### config.mk
export PLATFORM = sky130hd
export DESIGN_NAME = alu_op_issue
export DESIGN_NICKNAME = d
export VERILOG_FILES = /design/src/rtl/mips_alu_pkg.sv /design/src/rtl/alu_op_decode.sv /design/src/rtl/alu_op_issue.sv
export SDC_FILE = /design/constraint.sdc
export NUM_CORES = 1
export LEC_CHECK = 0
export ABC_CLOCK_PERIOD_IN_PS = 1800
export CAP_MARGIN = 40
export CORE_MARGIN = 5
export CORE_UTILIZATION = 48
export CTS_CLUSTER_SIZE = 20
export DETAILED_ROUTE_END_ITERATION = 6
export PLACE_DENSITY = 0.8
export RECOVER_POWER = 100
export SETUP_SLACK_MARGIN = 0.05
export SYNTH_ARGS = -nofsm -noshare
export SYNTH_HDL_FRONTEND = slang
export SYNTH_SLANG_ARGS = --single-unit
### constraint.sdc
create_clock -name clk -period 1.8 [get_ports clk]
set_input_delay 0.18 -clock clk [delete_from_list [all_inputs] [get_ports clk]]
set_output_delay 0.18 -clock clk [all_outputs]
set_load 0.005 [all_outputs]
### src/rtl/mips_alu_pkg.sv
// Shared constants and types for the MIPS ALU operand/control issue stage:
// ALU control codes, opcode/funct values, issue FSM states and the decoded bundle.
package mips_alu_pkg;

    localparam logic [3:0] ALU_AND = 4'b0000;
    localparam logic [3:0] ALU_OR  = 4'b0001;
    localparam logic [3:0] ALU_ADD = 4'b0010;
    localparam logic [3:0] ALU_SUB = 4'b0110;
    localparam logic [3:0] ALU_SLT = 4'b0111;
    localparam logic [3:0] ALU_NOR = 4'b0101;

    localparam logic [5:0] OP_RTYPE = 6'h00;
    localparam logic [5:0] OP_BEQ   = 6'h04;
    localparam logic [5:0] OP_BNE   = 6'h05;
    localparam logic [5:0] OP_ADDI  = 6'h08;
    localparam logic [5:0] OP_ADDIU = 6'h09;
    localparam logic [5:0] OP_SLTI  = 6'h0A;
    localparam logic [5:0] OP_ANDI  = 6'h0C;
    localparam logic [5:0] OP_ORI   = 6'h0D;
    localparam logic [5:0] OP_LW    = 6'h23;
    localparam logic [5:0] OP_SW    = 6'h2B;

    localparam logic [5:0] FN_ADD  = 6'h20;
    localparam logic [5:0] FN_ADDU = 6'h21;
    localparam logic [5:0] FN_SUB  = 6'h22;
    localparam logic [5:0] FN_SUBU = 6'h23;
    localparam logic [5:0] FN_AND  = 6'h24;
    localparam logic [5:0] FN_OR   = 6'h25;
    localparam logic [5:0] FN_NOR  = 6'h27;
    localparam logic [5:0] FN_SLT  = 6'h2A;

    typedef enum logic [1:0] {
        ST_EMPTY = 2'd0,
        ST_ONE   = 2'd1,
        ST_TWO   = 2'd2
    } issue_state_t;

    typedef struct packed {
        logic [31:0] a;
        logic [31:0] b;
        logic [3:0]  ctrl;
        logic        illegal;
    } alu_bundle_t;

endpackage

### src/rtl/alu_op_decode.sv
// Combinational decode of a MIPS instruction plus rs/rt values into the
// ALU operand/control bundle (operand B selection and immediate extension).
module alu_op_decode
    import mips_alu_pkg::*;
#(
    parameter logic [3:0] ILLEGAL_CTRL = 4'b1111
) (
    input  logic [31:0] instr,
    input  logic [31:0] rs_data,
    input  logic [31:0] rt_data,
    output alu_bundle_t bundle
);

    logic [5:0]  opcode;
    logic [5:0]  funct;
    logic [31:0] imm_sext;
    logic [31:0] imm_zext;

    assign opcode   = instr[31:26];
    assign funct    = instr[5:0];
    assign imm_sext = {{16{instr[15]}}, instr[15:0]};
    assign imm_zext = {16'h0000, instr[15:0]};

    always_comb begin
        // Undecodable instructions still carry A=rs, B=rt so the bundle is fully defined.
        bundle.a       = rs_data;
        bundle.b       = rt_data;
        bundle.ctrl    = ILLEGAL_CTRL;
        bundle.illegal = 1'b1;
        case (opcode)
            OP_RTYPE: begin
                bundle.illegal = 1'b0;
                case (funct)
                    FN_ADD, FN_ADDU: bundle.ctrl = ALU_ADD;
                    FN_SUB, FN_SUBU: bundle.ctrl = ALU_SUB;
                    FN_AND:          bundle.ctrl = ALU_AND;
                    FN_OR:           bundle.ctrl = ALU_OR;
                    FN_NOR:          bundle.ctrl = ALU_NOR;
                    FN_SLT:          bundle.ctrl = ALU_SLT;
                    default: begin
                        bundle.ctrl    = ILLEGAL_CTRL;
                        bundle.illegal = 1'b1;
                    end
                endcase
            end
            OP_ADDI, OP_ADDIU, OP_LW, OP_SW: begin
                bundle.ctrl    = ALU_ADD;
                bundle.b       = imm_sext;
                bundle.illegal = 1'b0;
            end
            OP_SLTI: begin
                bundle.ctrl    = ALU_SLT;
                bundle.b       = imm_sext;
                bundle.illegal = 1'b0;
            end
            OP_ANDI: begin
                bundle.ctrl    = ALU_AND;
                bundle.b       = imm_zext;
                bundle.illegal = 1'b0;
            end
            OP_ORI: begin
                bundle.ctrl    = ALU_OR;
                bundle.b       = imm_zext;
                bundle.illegal = 1'b0;
            end
            OP_BEQ, OP_BNE: begin
                // Branch compare: subtract rt from rs, zero flag decides.
                bundle.ctrl    = ALU_SUB;
                bundle.illegal = 1'b0;
            end
            default: ;
        endcase
    end

endmodule

### src/rtl/alu_op_issue.sv
// ALU operand/control issue stage: decodes incoming instructions and presents a
// registered bundle over valid/ready, with a 1-entry skid so in_ready is a flop.
module alu_op_issue
    import mips_alu_pkg::*;
#(
    parameter int         CNT_W        = 8,
    parameter logic [3:0] ILLEGAL_CTRL = 4'b1111
) (
    input  logic             clk,
    input  logic             rst_n,
    input  logic             in_valid,
    output logic             in_ready,
    input  logic [31:0]      in_instr,
    input  logic [31:0]      in_rs_data,
    input  logic [31:0]      in_rt_data,
    output logic             out_valid,
    input  logic             out_ready,
    output logic [31:0]      alu_input_0,
    output logic [31:0]      alu_input_1,
    output logic [3:0]       alu_control,
    output logic             out_illegal,
    output logic [CNT_W-1:0] illegal_count
);

    alu_bundle_t  dec_bundle;
    alu_bundle_t  out_reg;
    alu_bundle_t  skid_reg;
    issue_state_t state_reg, state_next;
    logic         in_ready_reg, in_ready_next;
    logic         load_out_from_in, load_out_from_skid, load_skid;
    logic         in_xfer, out_xfer;
    logic [CNT_W-1:0] count_reg;

    alu_op_decode #(
        .ILLEGAL_CTRL(ILLEGAL_CTRL)
    ) u_decode (
        .instr  (in_instr),
        .rs_data(in_rs_data),
        .rt_data(in_rt_data),
        .bundle (dec_bundle)
    );

    assign in_xfer  = in_valid & in_ready_reg;
    assign out_xfer = out_valid & out_ready;

    always_comb begin
        state_next         = state_reg;
        in_ready_next      = in_ready_reg;
        load_out_from_in   = 1'b0;
        load_out_from_skid = 1'b0;
        load_skid          = 1'b0;
        case (state_reg)
            ST_EMPTY: begin
                if (in_xfer) begin
                    state_next       = ST_ONE;
                    load_out_from_in = 1'b1;
                end
            end
            ST_ONE: begin
                if (in_xfer && out_xfer) begin
                    load_out_from_in = 1'b1;
                end else if (in_xfer) begin
                    state_next    = ST_TWO;
                    load_skid     = 1'b1;
                    in_ready_next = 1'b0;
                end else if (out_xfer) begin
                    state_next = ST_EMPTY;
                end
            end
            ST_TWO: begin
                // Skid always holds the younger entry, so it refills the output on drain.
                if (out_xfer) begin
                    state_next         = ST_ONE;
                    load_out_from_skid = 1'b1;
                    in_ready_next      = 1'b1;
                end
            end
            default: begin
                state_next    = ST_EMPTY;
                in_ready_next = 1'b1;
            end
        endcase
    end

    always_ff @(posedge clk or negedge rst_n) begin
        if (!rst_n) begin
            state_reg    <= ST_EMPTY;
            in_ready_reg <= 1'b1;
            out_reg      <= '0;
            skid_reg     <= '0;
            count_reg    <= '0;
        end else begin
            state_reg    <= state_next;
            in_ready_reg <= in_ready_next;
            if (load_out_from_in) begin
                out_reg <= dec_bundle;
            end else if (load_out_from_skid) begin
                out_reg <= skid_reg;
            end
            if (load_skid) begin
                skid_reg <= dec_bundle;
            end
            if (out_xfer && out_reg.illegal && (count_reg != {CNT_W{1'b1}})) begin
                count_reg <= count_reg + CNT_W'(1);
            end
        end
    end

    assign in_ready      = in_ready_reg;
    assign out_valid     = (state_reg != ST_EMPTY);
    assign alu_input_0   = out_reg.a;
    assign alu_input_1   = out_reg.b;
    assign alu_control   = out_reg.ctrl;
    assign out_illegal   = out_reg.illegal;
    assign illegal_count = count_reg;

endmodule

==> images/m1.png <==
Scale bar: 50 µm. Supply wires on this layer in grey.
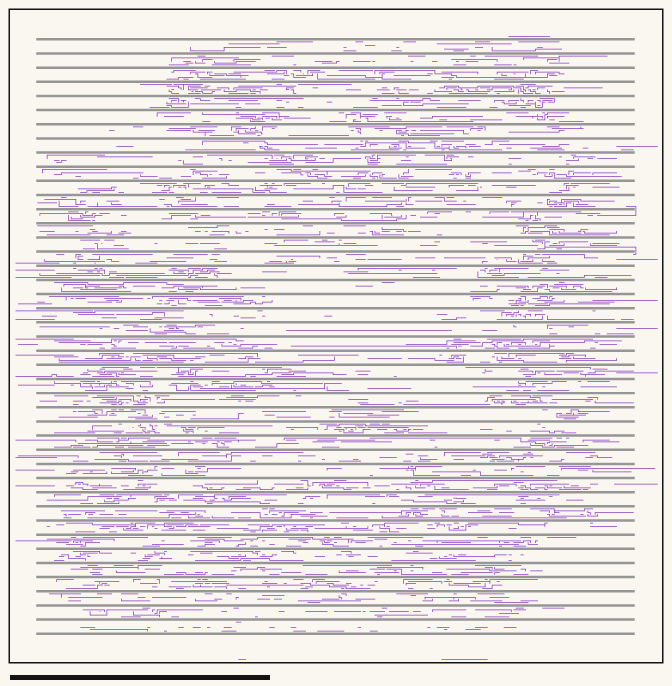
The layer holds 41% of the routed length. 865 nets have wire on it. The wires run mostly horizontal. The layer carries 7260 µm of wire. The longest straight run is 35.4 µm.

==> images/m2.png <==
Cells faint in the background.
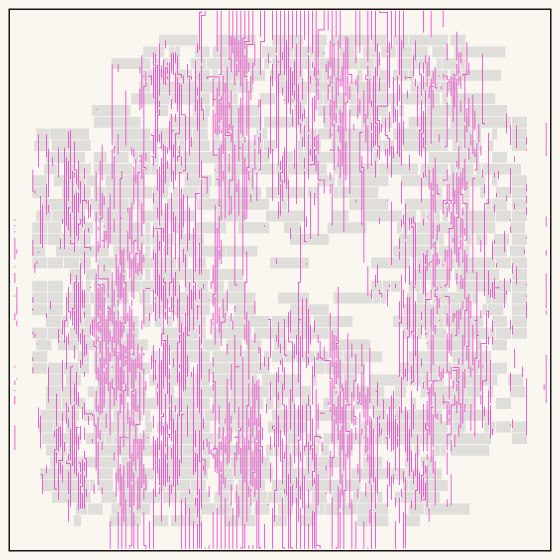
The longest straight run is 44.2 µm. 806 nets have wire on it. The layer holds 50% of the routed length. The layer carries 8860 µm of wire. The wires run mostly vertical.
via count: 5660
routed wire length: 17600 µm
global routing met2 resource utilization: 38.8%

==> GITHUB_STEP_SUMMARY <==
### Yosys + OpenROAD results

| Metric | Value |
|---|---|
| Worst slew margin | `29.4%` |
| Pin count of the biggest net entering global routing | `around 48` |
| Worst Path Required | `between 2000 and 2500 ps` |
| Init Core Util | `between 40% and 50%` |
| Status | `finished clean` |
| Top cells by count, synth | `236 x nand2_1, 146 x dfrtp_1, 45 x a22oi_1` |
| CTS max path bufs | `2` |
| Max Fclk | `between 500 and 600 MHz` |
| Die Y | `around 130 µm` |
| Worst R2R Start | `illegal_count[0]$_DFFE_PN0P_` |
| CP Capture Type | `flop` |
| CORE AREA | `about 13000 µm²` |
| TritonCTS clock tree | `built` |
| Io pins | `179` |
| Fin crit period | `approximately 1700 ps` |
| Largest area contributor in the netlist | `dfrtp_1` |
| Cell area leaders | `dfrtp_1 57%, nand2_1 14%, a22oi_1 5.3%` |
| Pre-CTS WS | `-111 ps` |
| Root Driver | `clkbuf_16` |
| Residual DRC | `0` |
| Main flop type | `dfrtp_1` |
| PortBufs | `between 150 and 200` |
| YS chip area | `between 6000 and 7000 µm²` |
| Yosys reg bits | `roughly 150` |
| Top-area cell share | `between 50% and 60%` |
| Yosys cell count | `662` |
| DRT Pass-1 Iters | `6` |
| 1st-iter DRT viols | `about 480` |
| Internal cell power | `0.00594 W` |
| Worst Path Arrival | `roughly 2000 ps` |
| Fin nets | `between 900 and 1000` |
| First-pass GRT wire length | `a little under 30000 µm` |
| Tool warnings | `37` |
==> images/m3.png <==
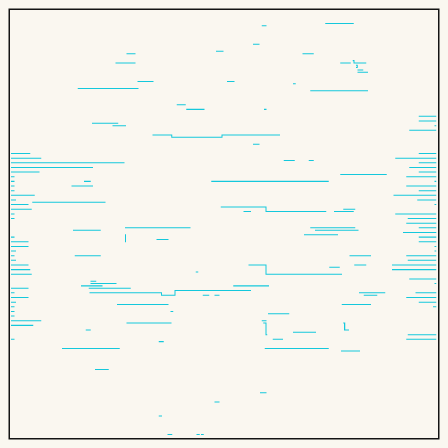
The longest straight run is 34.0 µm. The layer holds 5.5% of the routed length.
met3 usage: 6.10%

==> images/m4.png <==
Scale bar: 50 µm. Supply wires on this layer in grey.
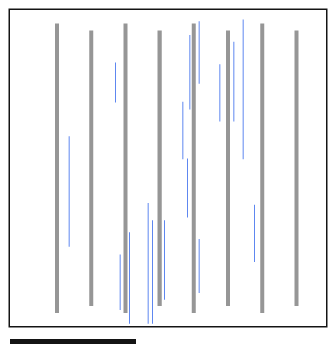
The wires run mostly vertical. The longest straight run is 55.1 µm. The layer carries 488 µm of wire. The layer holds 2.8% of the routed length. 12 nets have wire on it.

-- cell type report --
class                           instances  area, µm²
Clock buffer                           24        512
Timing Repair Buffer                  222       2190
Multi-Input combinational cell        469       2470
Inverter                                3       11.3
Sequential cell                       147       3680
Fill cell                             935       3930
Tap cell                              176        220
Clock inverter                          8        121
-- cells by family after synthesis --
family,after synthesis,synth area share [%]
buf+inv,46,3.90
mux,20,3.18
simple gates,298,19.1
xor+xnor,7,0.960
compound gates,143,15.0
flops,147,57.6
fa+ha+maj,1,0.196
-- metrics by stage --
step	util (%)	hold slack [ps]	TNS, ps	instance area (µm²)	cells
finish	70.1	323	0	9210	1049
floorplan	-	-116	0	6380	662
global placement	65.4	125	-3410	8590	1012
CTS	70.3	245	0	9240	1046
detailed placement	65.4	128	-8300	8590	1012
global route	70.1	310	0	9210	1049
-- layer usage --
layer | share of wire (%) | track usage [%] | routed length, µm
met3 | 5.5 | 6.10 | 974
met4 | 2.8 | 9.38 | 488
met1 | 41 | 27.3 | 7260
met2 | 50 | 38.8 | 8860
met5 | 0 | 0 | 0
-- power by group through the flow --
stage / combinational, W / sequential, W / clock [W]
2_1_floorplan: 0.0000919 / 0.00337 / 0
3_3_place_gp: 0.000432 / 0.00336 / 0
3_5_place_dp: 0.000443 / 0.00336 / 0
4_1_cts: 0.000449 / 0.00331 / 0.00378
5_1_grt: 0.000476 / 0.00330 / 0.00393
6_report: 0.000436 / 0.00331 / 0.00373
-- worst max path at each step --
stage	from	end	slack (ps)
after floorplan	illegal_count[0]$_DFFE_PN0P_	illegal_count[7]$_DFFE_PN0P_	120
after global placement	in_valid	skid_reg[18]$_DFFE_PN0P_	-70
after detailed placement	in_instr[26]	skid_reg[15]$_DFFE_PN0P_	-110
after CTS	state_reg[1]$_DFFE_PN0P_	out_valid	70
after global routing	illegal_count[0]$_DFFE_PN0P_	illegal_count[7]$_DFFE_PN0P_	2
final	illegal_count[0]$_DFFE_PN0P_	illegal_count[7]$_DFFE_PN0P_	70
-- layout by cell type, fill, tap and decap left out, types with 4 or more instances in the layout --
cell	instances
a211oi_1	8
a21oi_1	28
a22oi_1	45
buf_12	9
buf_4	31
buf_6	5
clkbuf_1	5
clkbuf_16	17
clkbuf_8	6
clkdlybuf4s50_1	89
dfrtp_1	146
dlygate4sd3_1	77
mux2i_1	18
nand2_1	236
nand2b_1	4
nand3_1	5
nor2_1	26
nor2b_1	8
nor3_1	4
o2111ai_1	15
o21ai_0	27
o21ai_1	5
xnor2_1	4
-- critical path: stages, from the launching register on --
cell	delay, ps
dfrtp_1	420
ha_1	220
and3_1	190
a31oi_1	220
and4_1	280
nand3_1	130
xnor2_1	150
-- timing repair --
action	in CTS	in global routing
pin swaps	0	1
gates resized	2	5
endpoints found under the setup margin	2	62
buffers inserted	1	3
hold buffers	1	0
endpoints found under the hold margin	40	0
Power is estimated from default activity; no workload was simulated.
